<file path="src/rtl/squid_gf_pkg.sv">
// Shared GF(16) definitions for the SQUID decoder: field constants, symbol type,
// the constant multiply by alpha, and the syndrome accumulator state encoding.
package squid_gf_pkg;

  localparam int unsigned SYM_W    = 4;
  localparam logic [4:0]  GF_POLY  = 5'b10011;
  localparam logic [3:0]  GF_ALPHA = 4'd2;

  typedef logic [3:0] gf_sym_t;

  typedef enum logic [0:0] {
    ACC,
    HOLD
  } syn_state_e;

  // Multiply by x, folding x^4 back in via the primitive polynomial.
  function automatic gf_sym_t gf_mul_alpha(input gf_sym_t v);
    return {v[2:0], 1'b0} ^ (v[3] ? GF_POLY[3:0] : 4'b0000);
  endfunction

endpackage

</file>
<file path="src/rtl/squid_syn_acc.sv">
// Serial GF(16) syndrome accumulator: S0 = XOR of symbols, S1 = Horner sum with alpha,
// presented on a valid/ready port once per codeword.
module squid_syn_acc
  import squid_gf_pkg::*;
#(
  parameter int unsigned NSYM  = 15,
  parameter int unsigned SYM_W = 4
) (
  input  logic             clk,
  input  logic             rst,
  input  logic             in_valid,
  output logic             in_ready,
  input  logic [SYM_W-1:0] in_sym,
  input  logic             in_last,
  output logic             syn_valid,
  input  logic             syn_ready,
  output logic [SYM_W-1:0] s0,
  output logic [SYM_W-1:0] s1,
  output logic             err_nz,
  output logic             len_err
);

  localparam int unsigned CNT_W = $clog2(NSYM);

  if (SYM_W != 4) begin : g_bad_sym_w
    $error("squid_syn_acc: SYM_W must be 4");
  end
  if (NSYM < 2 || NSYM > 15) begin : g_bad_nsym
    $error("squid_syn_acc: NSYM must be in 2..15");
  end

  syn_state_e       state;
  gf_sym_t          acc0;
  gf_sym_t          acc1;
  logic [CNT_W-1:0] cnt;

  logic    beat;
  logic    cnt_end;
  logic    eof;
  gf_sym_t acc0_nxt;
  gf_sym_t acc1_nxt;

  always_comb begin
    in_ready = (state == ACC);
    beat     = in_valid && in_ready;
    cnt_end  = (cnt == CNT_W'(NSYM - 1));
    eof      = beat && (in_last || cnt_end);
    acc0_nxt = acc0 ^ in_sym;
    acc1_nxt = gf_mul_alpha(acc1) ^ in_sym;
  end

  always_ff @(posedge clk) begin
    if (rst) begin
      state     <= ACC;
      acc0      <= '0;
      acc1      <= '0;
      cnt       <= '0;
      syn_valid <= 1'b0;
      s0        <= '0;
      s1        <= '0;
      err_nz    <= 1'b0;
      len_err   <= 1'b0;
    end else begin
      case (state)
        ACC: begin
          if (eof) begin
            // Results include the final symbol; accumulators clear for the next frame.
            s0        <= acc0_nxt;
            s1        <= acc1_nxt;
            err_nz    <= (acc0_nxt != '0) || (acc1_nxt != '0);
            len_err   <= (in_last && !cnt_end) || (!in_last && cnt_end);
            acc0      <= '0;
            acc1      <= '0;
            cnt       <= '0;
            syn_valid <= 1'b1;
            state     <= HOLD;
          end else if (beat) begin
            acc0 <= acc0_nxt;
            acc1 <= acc1_nxt;
            cnt  <= cnt + 1'b1;
          end
        end
        HOLD: begin
          if (syn_ready) begin
            syn_valid <= 1'b0;
            state     <= ACC;
          end
        end
        default: state <= ACC;
      endcase
    end
  end

endmodule

</file>
<file path="config.mk">
export PLATFORM = sky130hd
export DESIGN_NAME = squid_syn_acc
export DESIGN_NICKNAME = d
export VERILOG_FILES = /design/src/rtl/squid_gf_pkg.sv /design/src/rtl/squid_syn_acc.sv
export SDC_FILE = /design/constraint.sdc
export NUM_CORES = 1
export LEC_CHECK = 0
export ABC_AREA = 1
export CORE_ASPECT_RATIO = 0.6
export CORE_MARGIN = 5
export CORE_UTILIZATION = 29
export CTS_CLUSTER_DIAMETER = 150
export CTS_CLUSTER_SIZE = 28
export DETAILED_ROUTE_END_ITERATION = 16
export SKIP_CTS_REPAIR_TIMING = 1
export SLEW_MARGIN = 20
export SYNTH_ARGS = -nofsm -noshare
export SYNTH_HDL_FRONTEND = slang
export SYNTH_SLANG_ARGS = --single-unit
</file>
<file path="constraint.sdc">
create_clock -name clk -period 1.4 [get_ports clk]
set_input_delay 0.28 -clock clk [delete_from_list [all_inputs] [get_ports clk]]
set_output_delay 0.28 -clock clk [all_outputs]
set_load 0.05 [all_outputs]
</file>
Fig. 1: run 1, cell area per tile
9 x 6 tiles, from white (low) to dark blue (high), 0 to 100% covered.
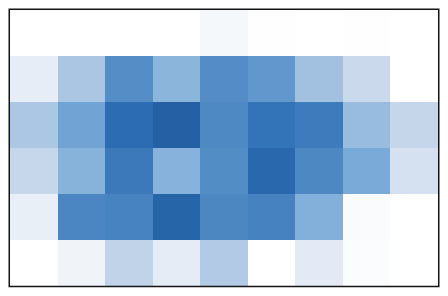
mean over tiles: 33%
densest ninth of the die: centre
nearly empty tiles: 26%
fullest tile: 81%

Fig. 2: run 1, M1 wires
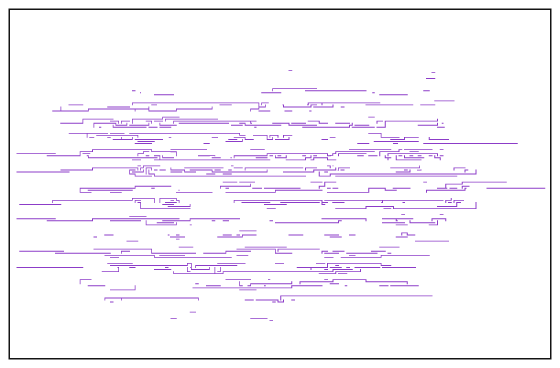
share of all routed wire: 56%
longest straight run: 25.3 um
total number of vias: 1060
total wire length: 2.77 mm
met1 GRT Util: 0.170

Fig. 3: run 1, the metal 2 layer
Cells faint in the background.
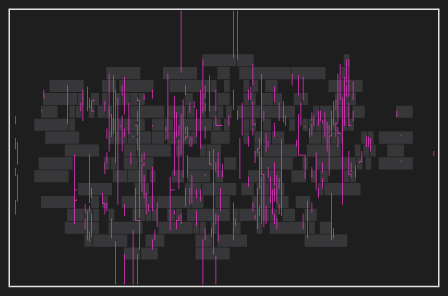
nets with wire on the layer: 161
main direction: vertical
share of all routed wire: 38%
wire length on this layer: 1040 um
longest straight run: 24.7 um

==> flow_summary.toml, run 1 <==
# implementation run metrics
[floorplanning]
io_pins = 21
fp_util = 0.304
rows = 17
chipHeight_um = 58.2
core_area_um2 = 3700
die_x_um = 90.4
dieArea_um2 = 5260

[cts]
cts-root-buf = "clkbuf_8"
cts_tree = "built"
cts_sinks = 24
cts.clk_slew.worst_paths_ps = 90
cts_buffers = 3
clock_latency_ps = 270
h-tree-depth = 1
clock_path_buffers = 2

[yosys]
synth-edff-count = 0
area_leaders = "dfxtp_1 (43%), nand2_1 (14%), a21oi_1 (7.6%)"
ys_area_um2 = 1120
top_cell = "nand2_1"
yosys_warnings = 0
avgSynthCellArea_um2 = 7.34
yosysUniqueCellTypes = 22
synthTopCellsByCount = "nand2_1 (43), dfxtp_1 (24), inv_1 (20), a21oi_1 (17), nor2_1 (11)"
ys_cells = 153
yosysTopAreaCell = "dfxtp_1"
yosysSeqAreaShare = 0.428
syn_area_um2 = 1120
netlist.area_leader.share = 0.428
ys.flops = 24
async_flop_share = 0
synthFlopType = "dfxtp_1"
syn_inst = 153
syn-num-nets = 165

[status]
status = "completed"

[setup_path]
worstPathRequired_ps = 1570
start_kind = "flop"
cp_max_fo = 8
crit_path_end_kind = "flop"
critPathMaxStageDelay_ps = 330
crit_chain = "inv_2, ha_4, nand3_4, ha_4, nor2_8, nand3_1, nor2_1, nor2_1"
worst_path_max_delay_cell = "dfxtp_2"
worst-setup-path-type = "reg2reg"
crit_arrival_ps = 1560

[layout]
layout-drive-gt1-share = 0.328
fin_util = 0.491
antennaDiodeCount = 0
fillCellCount = 382
area_growth_pct = 61.7
layout.nets = 211

[timing]
post-route-period-util = 0.996
finalClockSkew_ps = 7.26
setup_viol = 0
worstMarginPinSlew_ps = 469
fin_tns_setup_ps = 0
finalHoldViolCount = 0
finalCriticalPeriod_ps = 1390
slew_headroom = 0.687
drv_slew = 0
rsz0062_at_grt = "true"
fmax_mhz = 717

[pwr]
p_leak_nw = 0.796
power_density_nw_per_um2 = 1000
irDropWorstVdd_uv = 513

[place]
port_buffers = 20
hpwl_mm = 2.06
gp_congestion = 0.774

[route]
drt-initial-drc-count = 22
final_antenna_net_count = 0
drcViolationCount = 0
routedWlPerCell_um = 11.3
drtPass1Iterations = 4
viasPerCell = 4.33

[run]
warnings = 28
timing.max_cap.violations = 0

[grt]
grt_pass1_vias = 929
grt_max_degree = 15
antenna_found_initial = 0
grt_usage = 0.110
grt_overflow_total = 0
grt_pass1_wl_mm = 4.60

[hold_path]
hp-class = "reg2reg"
[run 1: cells by family after synthesis]
group	after synthesis	share of synthesized area
DFF	24	0.428
AOI/OAI and AO/OA	30	0.147
and+or+nand+nor	67	0.267
adders and majority gates	3	0.0334
xor gates and xnor gates	2	0.0156
buffers and inverters	27	0.109
[run 1: metrics by stage]
stage | hold WS, ps | setup slack [ps] | instances | total power [mW] | area, um^2
after floorplan | 349 | 38.1 | 153 | 0.975 | 1130
after global placement | 465 | -185 | 239 | 1.19 | 1640
after detailed placement | 470 | -203 | 239 | 1.20 | 1640
after CTS | 484 | -93.2 | 243 | 1.81 | 1720
after global routing | 504 | -35.2 | 245 | 1.91 | 1820
final | 481 | 5.78 | 245 | 1.82 | 1820
[run 1: cell type report]
| class | count | area, um^2 | area share |
|---|---|---|---|
| timing repair buffer | 45 | 519 | 0.286 |
| multi-input combinational | 102 | 593 | 0.326 |
| tap | 47 | 58.8 | 0.0324 |
| inverter | 23 | 91.3 | 0.0503 |
| sequential | 24 | 483 | 0.266 |
| clock buffer | 3 | 41.3 | 0.0227 |
| clock inverter | 1 | 30.0 | 0.0165 |
[run 1: where the power goes]
group / total, mW / switching (mW) / internal, mW / leakage [nW]
clock network: 0.610 / 0.227 / 0.382 / 0.0357
registers: 0.761 / 0.0403 / 0.721 / 0.197
logic: 0.450 / 0.229 / 0.220 / 0.563
[run 1: layer usage]
layer  GRT usage  part of all wire  up-vias
met1       0.170              0.56      459
met3      0.0350             0.055        5
li1            -                 -      573
met2       0.142              0.38       23
met5           0                 0        -
met4      0.0318            0.0094        0
[run 1: sequential cells by signal, summed over array words and instances (netlist names)]
register	flops
s0	4
err_nz	1
acc0	4
cnt	4
s1	4
acc1	4
len_err	1
syn_valid	1
state	1
[run 1: final timing paths]
kind / start / to / slack (ps) / cells after the start
worst min-delay path: state / state / 480 / 2
worst max register to register: cnt[0] / err_nz / 6 / 8
worst min register to register: state / state / 480 / 2
worst max-delay path: cnt[0] / err_nz / 6 / 8
[run 1: cell usage in the layout, fill, tap and decap left out]
master           synthesis  routed
nand2_1                 43      43
dfxtp_1                 24      22
buf_4                    2      22
inv_1                   20      19
a21oi_1                 17      13
buf_12                   0      12
nor2_1                  11      11
clkdlybuf4s50_1          0       8
nand3_1                  8       6
o21ai_2                  1       5
o21ai_0                  9       4
a21oi_2                  0       4
inv_2                    2       3
clkbuf_8                 0       3
buf_6                    0       3
nand2_4                  2       2
o21ai_1                  1       2
xor2_1                   2       2
ha_4                     0       2
dfxtp_2                  0       2
nand3_4                  0       1
nor2_8                   1       1
inv_6                    0       1
nor3_1                   1       1
o211ai_2                 1       1
nand3_2                  0       1
nor3_2                   1       1
a2bb2oi_1                1       1
ha_1                     3       1
bufinv_16                0       1
[run 1: critical path: cells and delay by family (launching register included)]
kind                       cells  cell delay [ps]
and+or+nand+nor                5              580
DFF                            1              330
adders and majority gates      2              330
buffers and inverters          1               60
--- run 2 (diff from run 1) ---
--- a/config.mk
+++ b/config.mk
@@ -12,8 +12,9 @@
 export CTS_CLUSTER_DIAMETER = 150
 export CTS_CLUSTER_SIZE = 28
 export DETAILED_ROUTE_END_ITERATION = 16
-export SKIP_CTS_REPAIR_TIMING = 1
+export GPL_TIMING_DRIVEN = 0
 export SLEW_MARGIN = 20
 export SYNTH_ARGS = -nofsm -noshare
 export SYNTH_HDL_FRONTEND = slang
 export SYNTH_SLANG_ARGS = --single-unit
+export TNS_END_PERCENT = 100
Fig. 4: run 2, the metal 2 layer
Cells faint in the background.
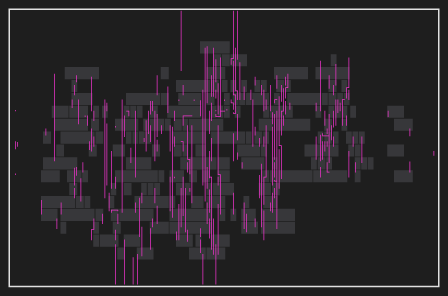
wire length on this layer: 1030 um
share of all routed wire: 39%

==> run 2 against run 1 <==
  * Critical path type unchanged
  * Sequential share of layout area grew 5.2 points
  * Critical endpoint is now s0[0]
  * Sequential power is 2% lower
  * Worst hold slack improved by 2.0 ps
  * Highest routed layer unchanged
  * Clock skew down 4.6 ps
  * Flip-flop count unchanged
==> flow_summary.toml, run 2 <==
# implementation run metrics
[floorplanning]
core_area_um2 = 3700
io_pins = 21
die_x_um = 90.4
rows = 17
chipHeight_um = 58.2
fp_util = 0.304
dieArea_um2 = 5260

[yosys]
logic_family = "simple AND/OR/NAND/NOR gates"
netlist.area_leader.share = 0.428
syn-num-nets = 165
ys_sh_xor = 0.0156
ys.flops = 24
yosysUniqueCellTypes = 22
avgSynthCellArea_um2 = 7.34
synthAdderAreaFrac = 0.0334
ys_area_um2 = 1120
syn_inst = 153
synthFlopType = "dfxtp_1"
synth_simple_gate_area_share = 0.267
aoi_share = 0.147
async_flop_share = 0
yosys_warnings = 0
syn_area_um2 = 1120
top_cell = "nand2_1"
yosysSeqAreaShare = 0.428
area_leaders = "dfxtp_1 (43%), nand2_1 (14%), a21oi_1 (7.6%)"
yosysTopAreaCell = "dfxtp_1"
synth-edff-count = 0
muxShareOfSynthArea = 0
ys_cells = 153
synthTopCellsByCount = "nand2_1 (43), dfxtp_1 (24), inv_1 (20), a21oi_1 (17), nor2_1 (11)"

[layout]
lay_top_cells = "nand2_1 (43), dfxtp_1 (22), inv_1 (18)"
final_common_cell = "nand2_1"
area_growth_pct = 35.4
logic_area_um2 = 579
seq_area_um2 = 483
antennaDiodeCount = 0
fillCellCount = 409
layout.nets = 195
layout.cells.non_filler = 229
layout-drive-gt1-share = 0.247

[cts]
cts_hold_buffers = 0
cts_sinks = 24
clock_latency_ps = 270
cts-root-buf = "clkbuf_8"
clock_path_buffers = 2
cts.clk_slew.worst_paths_ps = 80
h-tree-depth = 1
cts_buffers = 3
cts_tree = "built"

[setup_path]
crit_path_end_kind = "flop"
crit_arrival_ps = 1600
cp_max_fo = 6
worst-setup-path-type = "reg2reg"
r2r_cells = 8
rrSetupSlack_ps = 8
r2r-start = "cnt[0]"
start_kind = "flop"
reg2reg_to = "s0[0]"
worstPathRequired_ps = 1610

[timing]
fin_tns_setup_ps = 0
finalClockSkew_ps = 2.71
finalCriticalPeriod_ps = 1390
fmax_mhz = 718
rsz0062_at_grt = "true"
slew_headroom = 0.679
worstMarginPinSlew_ps = 481
setup_viol = 0
finalHoldViolCount = 0
drv_slew = 0
post-route-period-util = 0.994

[hold_path]
hp-start = "state"
worstHoldEndpoint = "state"
hold_path_depth = 2
hp-class = "reg2reg"

[grt]
grt_max_degree = 14
grt_usage = 0.102
grt_pass1_wl_mm = 4.31
grt_overflow_total = 0
grt_pass1_vias = 936
antenna_found_initial = 0

[route]
drt-initial-drc-count = 29
vias = 1003
viasPerCell = 4.38
drt-total-wl_mm = 2.62
routedWlPerCell_um = 11.4
final_antenna_net_count = 0
drcViolationCount = 0
drtPass1Iterations = 4

[status]
status = "completed"

[place]
port_buffers = 20
hpwl_mm = 1.91
gp_congestion = 0.763
dp.cells = 220

[pwr]
irDropWorstVdd_uv = 589
p_leak_nw = 0.661
power_density_nw_per_um2 = 1020

[run]
timing.max_cap.violations = 0
warnings = 28
## run 2: cell counts after synthesis
No cell type changed its count.
## run 2: cell families (layout without fill, tap and decap cells)
kind of cell | count (synthesis) | in the layout
AND-OR/OR-AND | 30 | 30
XOR/XNOR | 2 | 2
adder cells (fa/ha/maj) | 3 | 3
buffers and inverters | 27 | 56
flip-flops | 24 | 24
AND/OR/NAND/NOR | 67 | 67
## run 2: routing by layer
metal / up-vias / GRT usage / part of all wire
met5: - / 0 / 0
met4: 0 / 0.0255 / 0.0053
met3: 3 / 0.0493 / 0.053
met2: 21 / 0.138 / 0.39
met1: 438 / 0.143 / 0.55
li1: 541 / - / -
## run 2: layout make-up
cell class / count / share of cell area
multi-input combinational: 102 / 0.381
sequential: 24 / 0.317
timing repair buffer: 25 / 0.146
inverter: 23 / 0.0584
tap: 47 / 0.0387
clock buffer: 4 / 0.0362
buffer: 4 / 0.0222
## run 2: where the power goes
part / switching [mW] / leakage, nW / internal, mW / total [mW]
combinational: 0.222 / 0.434 / 0.122 / 0.344
clock: 0.218 / 0.0288 / 0.251 / 0.469
sequential: 0.0252 / 0.197 / 0.721 / 0.746
total: 0.465 / 0.661 / 1.09 / 1.56
## run 2: what timing repair did
item | 4_1_cts | 5_1_grt
pin swaps | 2 | 5
resized | 36 | 20
buffers inserted | 3 | 2
endpoints found under the setup margin | 30 | 18
## run 2: stage by stage
step,area (um^2),worst slack (ps),util,hold slack [ps],total power [mW]
2_1_floorplan,1130,38.1,-,349,0.975
3_3_place_gp,1390,-271,0.374,471,1.08
3_5_place_dp,1390,-270,0.374,475,1.09
4_1_cts,1490,3.95,0.403,488,1.56
5_1_grt,1520,-72.1,0.411,507,1.63
6_report,1520,7.83,0.411,483,1.56
## run 2: critical path: stages (launching register included)
cell	delay, ps
dfxtp_2	330
inv_2	80
ha_4	130
nand3_2	90
ha_4	200
nor2_8	190
buf_4	140
o21ai_0	60
a21oi_1	120
## run 2: worst max-delay path by stage
stage,start,end
finish,cnt[0],s0[0]
CTS,len_err,len_err
global route,cnt[0],s0[0]
floorplan,cnt[0],s1[1]
detailed placement,in_last,err_nz
global placement,in_last,err_nz
--- run 3 (diff from run 2) ---
--- a/config.mk
+++ b/config.mk
@@ -6,9 +6,11 @@
 export NUM_CORES = 1
 export LEC_CHECK = 0
 export ABC_AREA = 1
+export CAP_MARGIN = 20
 export CORE_ASPECT_RATIO = 0.6
 export CORE_MARGIN = 5
 export CORE_UTILIZATION = 29
+export CTS_BUF_LIST = sky130_fd_sc_hd__clkbuf_8 sky130_fd_sc_hd__clkbuf_16
 export CTS_CLUSTER_DIAMETER = 150
 export CTS_CLUSTER_SIZE = 28
 export DETAILED_ROUTE_END_ITERATION = 16
==> constraint.sdc (replaced) <==
create_clock -name clk -period 1.4 [get_ports clk]
set_input_delay 0.28 -clock clk [delete_from_list [all_inputs] [get_ports clk]]
set_output_delay 0.28 -clock clk [all_outputs]
set_load 0.1 [all_outputs]
Fig. 5: run 3, cell area per tile
9 x 6 tiles, from white (low) to dark blue (high), 0 to 100% covered.
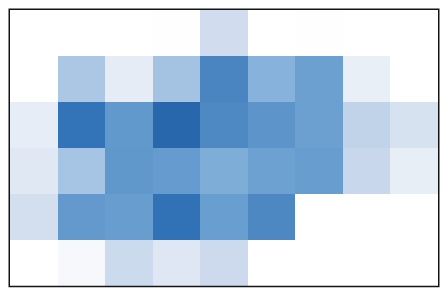
tiles over 75% full: 1.9%
mean over tiles: 27%
densest ninth of the die: centre
nearly empty tiles: 33%

==> run 3 against run 2 <==
  * Setup slack worse by 3.6 ps
  * Largest power group unchanged
  * Synthesized cell count is the same
  * Final area is 2.1% lower
  * Critical path type unchanged
  * Critical path depth did not move
==> flow_summary.toml, run 3 <==
# implementation run metrics
[grt]
grt_usage = 0.102
antenna_found_initial = 0
grt.busiest_layer = "met1"
grt_overflow_total = 0
use_met1 = 0.146
use_met3 = 0.0467
met2_usage = 0.138
grt_max_degree = 14
grt_pass1_wl_mm = 4.35

[yosys]
area_leaders = "dfxtp_1 (43%), nand2_1 (14%), a21oi_1 (7.6%)"
ys_sh_xor = 0.0156
netlist.area_leader.share = 0.428
yosysSeqAreaShare = 0.428
synthFlopType = "dfxtp_1"
synth_simple_gate_area_share = 0.267
async_flop_share = 0
top_cell = "nand2_1"
ys.flops = 24
syn_area_um2 = 1120
syn_inst = 153
synthAdderAreaFrac = 0.0334
syn-num-nets = 165
yosys_warnings = 0
muxShareOfSynthArea = 0
aoi_share = 0.147
synth-edff-count = 0
ys_area_um2 = 1120
yosysTopAreaCell = "dfxtp_1"
synthTopCellsByCount = "nand2_1 (43), dfxtp_1 (24), inv_1 (20), a21oi_1 (17), nor2_1 (11)"
ys_cells = 153

[timing]
fmax_mhz = 716
fin_tns_setup_ps = 0
setup_viol = 0
finalHoldViolCount = 0
finalCriticalPeriod_ps = 1400
slew_headroom = 0.679
finalClockSkew_ps = 2.90
post-route-period-util = 0.997
worstMarginPinSlew_ps = 481

[hold_path]
hp-class = "reg2reg"
worstHoldEndpoint = "state"
hp-start = "state"
hold_path_depth = 2

[pwr]
power_density_nw_per_um2 = 1100
p_int_mw = 1.09
pwr-share-comb = 0.261
p_leak_nw = 0.668
power_switching_uw = 556
irDropWorstVdd_uv = 616
p_sw_frac = 0.338
pwr-share-seq = 0.453
clkPwrFrac = 0.286

[floorplanning]
core_area_um2 = 3700
dieArea_um2 = 5260
rows = 17
die_x_um = 90.4
fp_util = 0.304
chipHeight_um = 58.2

[route]
vias = 1009
drtPass1Iterations = 4
routedWlPerCell_um = 11.5
viasPerCell = 4.41
final_antenna_net_count = 0
drt-total-wl_mm = 2.64
drcViolationCount = 0

[layout]
final_common_cell = "nand2_1"
area_growth_pct = 32.5
fin_util = 0.402
fillCellCount = 416
layout-drive-gt1-share = 0.247
layout.nets = 195
lay_top_cells = "nand2_1 (43), dfxtp_1 (22), inv_1 (18)"

[cts]
h-tree-depth = 1
cts_sinks = 24
cts_buffers = 3
cts_tree = "built"
clock_path_buffers = 2
clock_latency_ps = 270
cts-root-buf = "clkbuf_8"
cts.clk_slew.worst_paths_ps = 80

[setup_path]
start_kind = "flop"
startpoint = "cnt[0]"
crit_path_end_kind = "flop"
reg2reg_to = "s0[0]"
crit_arrival_ps = 1600
rrSetupSlack_ps = 4
worst-setup-path-type = "reg2reg"
r2r_cells = 8
worstPathRequired_ps = 1610
cp_max_fo = 6
r2r-start = "cnt[0]"

[run]
timing.max_cap.violations = 0
warnings = 28

[place]
port_buffers = 20
hpwl_mm = 1.91
gp_congestion = 0.763

[status]
status = "completed"
run 3: through the flow:
stage | cell area (um^2) | instances | hold WS [ps] | setup WS, ps | power, mW
finish | 1490 | 229 | 484 | 4.25 | 1.64
global route | 1490 | 229 | 507 | -71.1 | 1.72
CTS | 1430 | 227 | 488 | 8.97 | 1.63
detailed placement | 1390 | 220 | 475 | -394 | 1.18
global placement | 1390 | 220 | 471 | -396 | 1.18
floorplan | 1130 | 153 | 349 | 33.9 | 1.06
run 3: how the worst max path moves through the flow:
stage / to / slack, ps / cells after the start
global placement: in_ready / -400 / 2
floorplan: s1[1] / 30 / 8
global route: s0[0] / -70 / 8
finish: s0[0] / 4 / 8
detailed placement: in_ready / -390 / 2
CTS: in_ready / 9 / 2
run 3: cell families (layout without fill, tap and decap cells):
family                   Yosys count  after routing
flip-flops                        24             24
buffers and inverters             27             56
AND-OR/OR-AND                     30             30
adder cells (fa/ha/maj)            3              3
XOR/XNOR                           2              2
AND/OR/NAND/NOR                   67             67
run 3: area by class of cell:
cell class | count | area (um^2) | area share
flip-flops and latches | 24 | 483 | 0.324
plain buffers | 4 | 33.8 | 0.0227
inverters | 23 | 88.8 | 0.0597
repair buffers | 25 | 190 | 0.128
well taps | 47 | 58.8 | 0.0395
multi-input cells | 102 | 579 | 0.389
clock buffers | 4 | 55.1 | 0.0370
run 3: power by group through the flow:
stage	Combinational (mW)	Sequential, mW	Clock, mW
6_report	0.429	0.745	0.470
5_1_grt	0.460	0.751	0.507
2_1_floorplan	0.147	0.917	0
3_5_place_dp	0.418	0.759	0
4_1_cts	0.408	0.744	0.482
3_3_place_gp	0.415	0.760	0
run 3: critical path, cell delays in order (launching register included):
cell and delay (ps):
dfxtp_2 330, inv_2 80, ha_4 130, nand3_2 90, ha_4 200, nor2_8 190, buf_4 140, o21ai_0 60
a21oi_1 120
run 3: timing repair:
item,CTS,global route
gates resized,66,16
hold buffers,0,0
pin swaps,2,5
endpoints found under the hold margin,0,0
buffers inserted,3,2
endpoints found under the setup margin,30,13
run 3: routing by layer:
metal  part of all wire  up-vias
met2               0.40       21
li1                   -      541
met4             0.0053        0
met3              0.049        3
met1               0.55      444
met5                  0        -
Power is estimated from default activity; no workload was simulated.
